<file path="src/rtl/phase_sweep_if.sv">
// Board-control / waveform-side signal bundle for the phase sweep sequencer.
// master drives the control inputs, slave is the sequencer itself.
interface phase_sweep_if #(
   parameter int SIZE_VALUE = 7,
   parameter int PHASE_W    = 16,
   parameter int DWELL_W    = 16
);
   logic                         i_en;
   logic                         i_start;
   logic                         i_abort;
   logic        [SIZE_VALUE-1:0] i_step_inc;
   logic        [SIZE_VALUE-1:0] i_step_lim;
   logic        [DWELL_W-1:0]    i_dwell;
   logic signed [SIZE_VALUE:0]   o_step;
   logic        [PHASE_W-1:0]    o_phase;
   logic                         o_busy;
   logic                         o_done;
   logic        [2:0]            o_state;

   modport master (
      output i_en, i_start, i_abort, i_step_inc, i_step_lim, i_dwell,
      input  o_step, o_phase, o_busy, o_done, o_state
   );

   modport slave (
      input  i_en, i_start, i_abort, i_step_inc, i_step_lim, i_dwell,
      output o_step, o_phase, o_busy, o_done, o_state
   );
endinterface

</file>
<file path="src/rtl/phase_sweep_ctrl.sv">
// Phase sweep sequencer: ramps a signed step 0 -> +lim -> -lim -> 0 and integrates it into a phase.
// Optional PHASE_SWEEP_LOOP_EN: on reaching 0 from RETURN, pulse done and restart UP until aborted.
module phase_sweep_ctrl #(
   parameter int SIZE_VALUE = 7,
   parameter int PHASE_W    = 16,
   parameter int DWELL_W    = 16
) (
   input logic          i_clk,
   input logic          i_rst_n,
   phase_sweep_if.slave bus
);

   localparam int STEP_W  = SIZE_VALUE + 1;
   localparam int ARITH_W = SIZE_VALUE + 2;

   localparam logic [DWELL_W-1:0]    CNT_ZERO  = {DWELL_W{1'b0}};
   localparam logic [DWELL_W-1:0]    DWELL_ONE = {{(DWELL_W-1){1'b0}}, 1'b1};
   localparam logic [SIZE_VALUE-1:0] MAG_ZERO  = {SIZE_VALUE{1'b0}};
   localparam logic [SIZE_VALUE-1:0] INC_ONE   = {{(SIZE_VALUE-1){1'b0}}, 1'b1};
   localparam logic [STEP_W-1:0]     STEP_ZERO = {STEP_W{1'b0}};
   localparam logic [PHASE_W-1:0]    PH_ZERO   = {PHASE_W{1'b0}};

   typedef enum logic [2:0] {
      ST_IDLE   = 3'd0,
      ST_UP     = 3'd1,
      ST_HOLD   = 3'd2,
      ST_DOWN   = 3'd3,
      ST_RETURN = 3'd4,
      ST_DONE   = 3'd5
   } state_t;

   function automatic logic [PHASE_W-1:0] sext_step(input logic [STEP_W-1:0] s);
      sext_step = {{(PHASE_W-STEP_W){s[STEP_W-1]}}, s};
   endfunction

   state_t                    state_r;
   state_t                    state_s;
   logic        [STEP_W-1:0]  step_r;
   logic        [STEP_W-1:0]  step_s;
   logic        [DWELL_W-1:0] cnt_r;
   logic        [DWELL_W-1:0] cnt_s;
   logic                      done_r;
   logic                      done_s;
   logic                      latch_s;
   logic        [PHASE_W-1:0] phase_r;

   logic        [SIZE_VALUE-1:0] inc_r;
   logic        [SIZE_VALUE-1:0] lim_r;
   logic        [DWELL_W-1:0]    dwell_r;

   logic        [SIZE_VALUE-1:0] inc_eff_s;
   logic        [DWELL_W-1:0]    dwell_eff_s;
   logic signed [ARITH_W-1:0]    step_x_s;
   logic signed [ARITH_W-1:0]    inc_x_s;
   logic signed [ARITH_W-1:0]    lim_x_s;
   logic signed [ARITH_W-1:0]    neg_lim_s;
   logic signed [ARITH_W-1:0]    up_sum_s;
   logic signed [ARITH_W-1:0]    dn_diff_s;
   logic                         tick_s;

   // Sanitised operands and one-bit-wider arithmetic so the clamps never overflow
   always_comb begin
      inc_eff_s   = (inc_r == MAG_ZERO) ? INC_ONE : inc_r;
      dwell_eff_s = (dwell_r == CNT_ZERO) ? DWELL_ONE : dwell_r;
      step_x_s    = {step_r[STEP_W-1], step_r};
      inc_x_s     = {2'b00, inc_eff_s};
      lim_x_s     = {2'b00, lim_r};
      neg_lim_s   = -lim_x_s;
      up_sum_s    = step_x_s + inc_x_s;
      dn_diff_s   = step_x_s - inc_x_s;
      tick_s      = bus.i_en && (cnt_r == (dwell_eff_s - DWELL_ONE));
   end

   // Next-state, next-step and dwell counter; abort overrides everything
   always_comb begin
      state_s = state_r;
      step_s  = step_r;
      cnt_s   = cnt_r;
      done_s  = 1'b0;
      latch_s = 1'b0;
      if (bus.i_abort) begin
         state_s = ST_IDLE;
         step_s  = STEP_ZERO;
         cnt_s   = CNT_ZERO;
      end else begin
         case (state_r)
            ST_IDLE: begin
               if (bus.i_start) begin
                  latch_s = 1'b1;
                  step_s  = STEP_ZERO;
                  cnt_s   = CNT_ZERO;
                  if (bus.i_step_lim == MAG_ZERO) begin
                     state_s = ST_DONE;
                     done_s  = 1'b1;
                  end else begin
                     state_s = ST_UP;
                  end
               end else begin
                  step_s = STEP_ZERO;
                  cnt_s  = CNT_ZERO;
               end
            end
            ST_UP, ST_HOLD, ST_DOWN, ST_RETURN: begin
               if (!bus.i_en) begin
                  cnt_s = cnt_r;
               end else if (!tick_s) begin
                  cnt_s = cnt_r + DWELL_ONE;
               end else begin
                  cnt_s = CNT_ZERO;
                  case (state_r)
                     ST_UP: begin
                        if (up_sum_s >= lim_x_s) begin
                           step_s  = lim_x_s[STEP_W-1:0];
                           state_s = ST_HOLD;
                        end else begin
                           step_s = up_sum_s[STEP_W-1:0];
                        end
                     end
                     ST_HOLD: begin
                        state_s = ST_DOWN;
                     end
                     ST_DOWN: begin
                        if (dn_diff_s <= neg_lim_s) begin
                           step_s  = neg_lim_s[STEP_W-1:0];
                           state_s = ST_RETURN;
                        end else begin
                           step_s = dn_diff_s[STEP_W-1:0];
                        end
                     end
                     ST_RETURN: begin
                        if (up_sum_s[ARITH_W-1] == 1'b0) begin
                           step_s = STEP_ZERO;
                           done_s = 1'b1;
`ifdef PHASE_SWEEP_LOOP_EN
                           state_s = ST_UP;
`else
                           state_s = ST_DONE;
`endif
                        end else begin
                           step_s = up_sum_s[STEP_W-1:0];
                        end
                     end
                     default: begin
                        state_s = ST_IDLE;
                     end
                  endcase
               end
            end
            ST_DONE: begin
               state_s = ST_IDLE;
               step_s  = STEP_ZERO;
               cnt_s   = CNT_ZERO;
            end
            default: begin
               state_s = ST_IDLE;
               step_s  = STEP_ZERO;
               cnt_s   = CNT_ZERO;
            end
         endcase
      end
   end

   // Control state, current step, dwell counter and completion pulse
   always_ff @(posedge i_clk or negedge i_rst_n) begin
      if (!i_rst_n) begin
         state_r <= ST_IDLE;
         step_r  <= STEP_ZERO;
         cnt_r   <= CNT_ZERO;
         done_r  <= 1'b0;
      end else begin
         state_r <= state_s;
         step_r  <= step_s;
         cnt_r   <= cnt_s;
         done_r  <= done_s;
      end
   end

   // Sweep operands are captured only at start so mid-sweep input changes are ignored
   always_ff @(posedge i_clk or negedge i_rst_n) begin
      if (!i_rst_n) begin
         inc_r   <= MAG_ZERO;
         lim_r   <= MAG_ZERO;
         dwell_r <= CNT_ZERO;
      end else if (latch_s) begin
         inc_r   <= bus.i_step_inc;
         lim_r   <= bus.i_step_lim;
         dwell_r <= bus.i_dwell;
      end
   end

   // Wrapping phase integrator fed by the registered step
   always_ff @(posedge i_clk or negedge i_rst_n) begin
      if (!i_rst_n) begin
         phase_r <= PH_ZERO;
      end else if (bus.i_en) begin
         phase_r <= phase_r + sext_step(step_r);
      end
   end

   assign bus.o_step  = step_r;
   assign bus.o_phase = phase_r;
   assign bus.o_done  = done_r;
   assign bus.o_state = state_r;
   assign bus.o_busy  = (state_r == ST_UP) || (state_r == ST_HOLD) ||
                        (state_r == ST_DOWN) || (state_r == ST_RETURN);

endmodule

</file>
<file path="src/flat_wrapper.sv">
// flat-port wrapper written by rule: the top's interface ports become plain ports
module phase_sweep_ctrl_flat 
#(
   parameter int SIZE_VALUE = 7,
   parameter int PHASE_W    = 16,
   parameter int DWELL_W    = 16
)
  (i_clk, i_rst_n, bus_i_en, bus_i_start, bus_i_abort, bus_i_step_inc, bus_i_step_lim, bus_i_dwell, bus_o_step, bus_o_phase, bus_o_busy, bus_o_done, bus_o_state);
  phase_sweep_if #(.SIZE_VALUE(SIZE_VALUE), .PHASE_W(PHASE_W), .DWELL_W(DWELL_W)) bus_i ();
  input logic i_clk;
  input logic i_rst_n;
  input wire logic [$bits(bus_i.i_en)-1:0] bus_i_en;
  input wire logic [$bits(bus_i.i_start)-1:0] bus_i_start;
  input wire logic [$bits(bus_i.i_abort)-1:0] bus_i_abort;
  input wire logic [$bits(bus_i.i_step_inc)-1:0] bus_i_step_inc;
  input wire logic [$bits(bus_i.i_step_lim)-1:0] bus_i_step_lim;
  input wire logic [$bits(bus_i.i_dwell)-1:0] bus_i_dwell;
  output wire logic [$bits(bus_i.o_step)-1:0] bus_o_step;
  output wire logic [$bits(bus_i.o_phase)-1:0] bus_o_phase;
  output wire logic [$bits(bus_i.o_busy)-1:0] bus_o_busy;
  output wire logic [$bits(bus_i.o_done)-1:0] bus_o_done;
  output wire logic [$bits(bus_i.o_state)-1:0] bus_o_state;
  assign bus_i.i_en = bus_i_en;
  assign bus_i.i_start = bus_i_start;
  assign bus_i.i_abort = bus_i_abort;
  assign bus_i.i_step_inc = bus_i_step_inc;
  assign bus_i.i_step_lim = bus_i_step_lim;
  assign bus_i.i_dwell = bus_i_dwell;
  assign bus_o_step = bus_i.o_step;
  assign bus_o_phase = bus_i.o_phase;
  assign bus_o_busy = bus_i.o_busy;
  assign bus_o_done = bus_i.o_done;
  assign bus_o_state = bus_i.o_state;
  phase_sweep_ctrl #(.SIZE_VALUE(SIZE_VALUE), .PHASE_W(PHASE_W), .DWELL_W(DWELL_W)) u_core (.i_clk(i_clk), .i_rst_n(i_rst_n), .bus(bus_i));
endmodule
</file>
<file path="config.mk">
export PLATFORM = sky130hd
export DESIGN_NAME = phase_sweep_ctrl_flat
export DESIGN_NICKNAME = d
export VERILOG_FILES = /design/src/rtl/phase_sweep_if.sv /design/src/rtl/phase_sweep_ctrl.sv /design/src/flat_wrapper.sv
export SDC_FILE = /design/constraint.sdc
export NUM_CORES = 1
export LEC_CHECK = 0
export CORE_MARGIN = 5
export CORE_UTILIZATION = 45
export DETAILED_ROUTE_END_ITERATION = 8
export GPL_TIMING_DRIVEN = 0
export PLACE_DENSITY = 0.72
export SYNTH_ARGS = -nofsm -noshare
export SYNTH_HDL_FRONTEND = slang
export SYNTH_SLANG_ARGS = --single-unit
</file>
<file path="constraint.sdc">
create_clock -name i_clk -period 10.65 [get_ports i_clk]
set_clock_uncertainty 0.1 [all_clocks]
set_input_delay 1.5975 -clock i_clk [delete_from_list [all_inputs] [get_ports i_clk]]
set_output_delay 1.5975 -clock i_clk [all_outputs]
set_load 0.005 [all_outputs]
</file>
==> changes_impl.md <==
## Implementation

- Final instance area: 7010 um2
- Dpl cells: 870
- Layout cell share with drive strength beyond 1: 0.121
- Total power: 1.09 mW
- Maximum clock insertion buffer count: 2
- Mapped Nets: 723
- Area growth syn-to-layout: 18.8%
- Yosys stat chip area: 5900 um2
- Setup_tns: 0 ns
- Comb/total area: 0.541
- Max_cap viols: 0
- CP Launch Point: u_core.inc_r[6]
- Routed WL per cell: 17.2 um
- Tightest Pin Transition: 0.826 ns
- Hpwl dp: 12000 um
- Main synth FF type: dfrtp_1
- Grt ovf: 0
- Power per standard cell area: 155 nW/um2
- Internal Power: 0.696 mW
- Min Tclk post-route: 5.16 ns
- Worst path max stage delay: 0.53 ns
- Hold Slack: 0.396 ns
- Global-route wire length before repair: 25400 um
- Setup CP Type: flip-flop to flip-flop
- Die footprint: 15500 um2
- Fmax achieved: 0.194 GHz
- Ys flops: 74
- Yosys Instances: 636
- XOR/XNOR Fraction of Synth Area: 0.0757
- Max-slew violations: 0
- Gate Count Post-Synth: 636
- RD Place Congestion: 0.891
- Post-synth ARST share: 1.00
- Simple share: 0.184
- Clock buffer cells: 9
- Die H: 124 um
- Reg-to-Reg End: u_core.bus.o_step[1]
- Most used cell, CP: o21ai_0
- Top logic family: simple AND/OR/NAND/NOR gates
- Levels on crit path: 20
- R2R Setup Slk: 5.49 ns
- Cells on worst reg2reg path: 20
- Post-cts resize count: 0
- Max IR drop VDD: 0.0680 mV
- Status: complete, no violations
- Ant. Diodes: 0
- Comb power frac: 0.398
- Clock-cell share: 0.0371
- Inserted Clock Buffers: 9
- Register area: 1850 um2
- Hold Path End: u_core.bus.o_phase[15]
- Worst path top cell family by delay: AND-OR/OR-AND gates
- Die W: 124 um
- Critical path capture point type: flip-flop
- Final hold vios: 0
- Setup WS pre-CTS: 5.55 ns
- Slowest cell on crit path: a31oi_1
- Crit path required time: 10.76 ns
- Clock power share: 0.251
- WP data arrival: 5.27 ns
- CTS tree: done
- Pin count of the biggest net entering global routing: 44
- Mean post-synth cell area: 9.27 um2
- Relative slew slack: 0.449
- Clock Latency Late Sink: 0.34 ns
- Netlist cell types: 81
- HP Class: flip-flop to flip-flop
- Adder Area Share: 0.114
- Crit path buffers/inverters: 2
- Min-Delay Path Depth: 1
- Syn. warnings: 0
- Psw: 0.390 mW
- Remaining DRCs: 0
- Area after DPL: 6750 um2
- GRT Util Overall: 0.198
- Starting Density: 0.464
- DRT Pass-1 Iters: 6
- Seq/Total Area, Yosys: 0.314
- Crit path to: u_core.bus.o_step[1]
- Vias in the first global route: 5112
- Ao+oa area frac: 0.174
- Clock sink count: 74
- Signal buffers share of area: 0.106
- CP Launch Type: flip-flop
- Logic area: 3790 um2
- Switching share of power: 0.359
- Worst hold start: u_core.bus.o_phase[15]
- Post-DRT Antenna Nets: 0
- Inverters: 40
- Final setup fails: 0
- RR Startpoint: u_core.inc_r[6]
- Period utilization: 0.484
- RSZ-0062 raised after global routing: no
- Dominant kind of cell: logic gates
- OpenROAD warnings: 34
- Worst-path fanout max: 10
- Cell breakdown of the critical path: nor4_1, a31o_2, ha_1, inv_1, fa_1, a21o_1, a21oi_1, nor2b_1, or4_1, o211a_1, ha_1, o21ai_0, a21oi_1, o21ai_0, a31oi_1, clkbuf_1, mux2i_1, nor2_1, o21ai_0, o211ai_1
- Vias per cell: 5.77
- Flip-flops with a built-in enable: 0
- Cts hold-fix bufs: 0
- Comb_multi_in: 499
- Antenna violations before repair: 0
- Postcts setup bufs: 0
- Clock Pin Slew Worst Setup and Hold Paths: 0.06 ns
- Final net count: 796
- Clock root buffer: clkbuf_16
- Flop count: 74
- H-tree depth: 3
- Syn Std Cell Area: 5900 um2
- Site Rows: 41
- Sequential share of power: 0.350
- Iter 0 DRT Violations: 446
- Multiplexer share of the synthesized area: 0.0940
- Pleak: 3.06 nW
[power by group through the flow]
stage,Combinational (mW),Sequential [mW],Clock [mW]
after floorplan,0.297,0.369,0
after global placement,0.419,0.382,0
after detailed placement,0.431,0.384,0
after CTS,0.434,0.380,0.282
after global routing,0.482,0.386,0.292
final,0.432,0.380,0.273
[per-layer routing]
metal | part of all wire | global-route usage | routed length (um)
met5 | 0 | 0 | 0
met4 | 0.021 | 0.0703 | 316
met3 | 0.044 | 0.0407 | 672
met2 | 0.49 | 0.336 | 7430
met1 | 0.45 | 0.249 | 6820
[layout by cell type (no fill, tap or decap), types with 12 or more instances in the layout]
cell type        synthesis  routed
xor2_1                  27      27
nor2_1                  53      53
xnor2_1                 24      24
nand2b_1                12      12
a21oi_1                 31      31
clkbuf_1                17      17
nand3_1                 18      18
nor3_1                  19      19
inv_1                   39      39
dfrtp_1                 74      74
ha_1                    49      49
o21ai_0                 28      28
clkdlybuf4s50_1          0      60
nand2_1                 38      38
mux2_2                  43      43
[synth_stat cells (4+ instances only)]
master     count  area, um2
a211o_1        7       61.3
a211oi_1       4       30.0
a21o_1         7       52.6
a21oi_1       31        155
and2_1         4       25.0
and3_1         8       50.1
clkbuf_1      17       63.8
dfrtp_1       74       1850
ha_1          49        613
inv_1         39        146
mux2_2        43        484
mux2i_1        7       70.1
nand2_1       38        143
nand2b_1      12       75.1
nand3_1       18       90.1
nand4_1        7       43.8
nor2_1        53        199
nor2b_1        9       56.3
nor3_1        19       95.1
nor4_1         6       37.5
o2111ai_1      4       35.0
o21a_1         4       30.0
o21ai_0       28        140
o22ai_1        5       31.3
o31ai_1        5       37.5
or3_1          7       43.8
xnor2_1       24        210
xor2_1        27        236
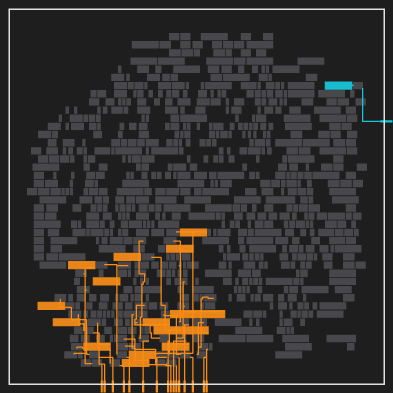
(images/io_fan.png)
(3 px per um)
Key: cyan = `bus_o_done` [bits 1, direction output, edge east, end cells 1, wire 18.1 um]; orange = `bus_o_phase` [bits 16, direction output, edge south, end cells 16, wire 676 um]
# port buffers: 61
io pins: 64

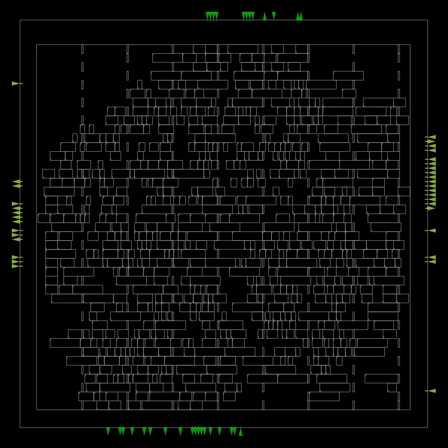
(images/placement.png)
filler cell count: 1193
Seq/total area: 0.264
Tap Count: 172
non-filler instance count after layout: 885

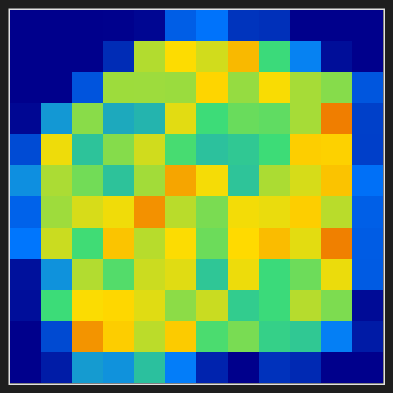
(images/cell_density.png)
(3 px per um) The die is cut into 12 by 12 equal tiles; dark blue is low, red is high, 0 to 100% covered.
The densest ninth of the die: centre. The emptiest ninth of the die: north-west. 14% of the tiles are nearly empty. 12% of the tiles are over 75% full. The mean over all tiles is 44%. The fullest tile reaches 86%.
final core occ: 0.551
Core Footprint: 12700 um2

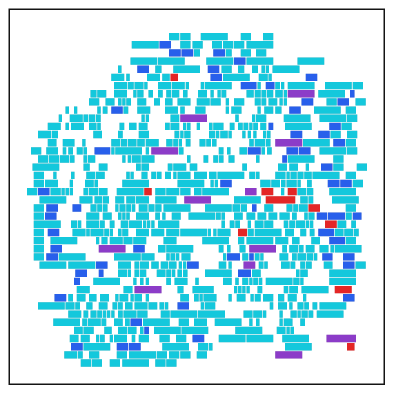
(images/sizes.png)
(3 px per um)
Key: cyan = _0 and _1 cells [cells 627]; blue = _2 cells [cells 64]; red = _3 and _4 cells [cells 10]; purple = _6 and larger [cells 12]
final worst slack: 5.49 ns
Buffers excl. clock: 85

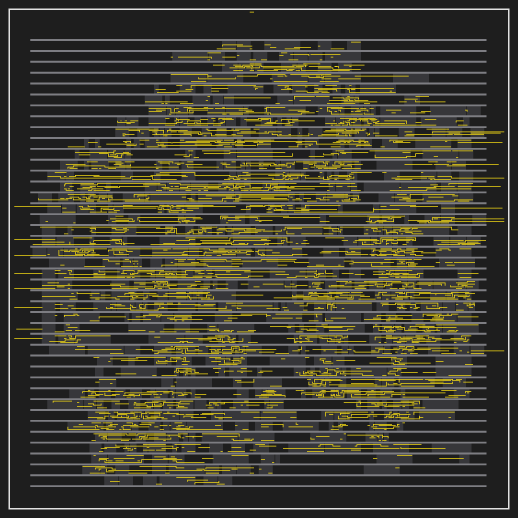
(images/layer_met1.png)
(4 px per um) Supply wires on this layer in grey.
The wires run mostly horizontal. 743 nets have wire on it. The layer carries 6820 um of wire. The longest straight run is 53.4 um. The layer holds 45% of the routed length.
GRT met1 Usage: 0.249
final wirelength: 15200 um
DR vias: 5108

Power is estimated from default activity; no workload was simulated.
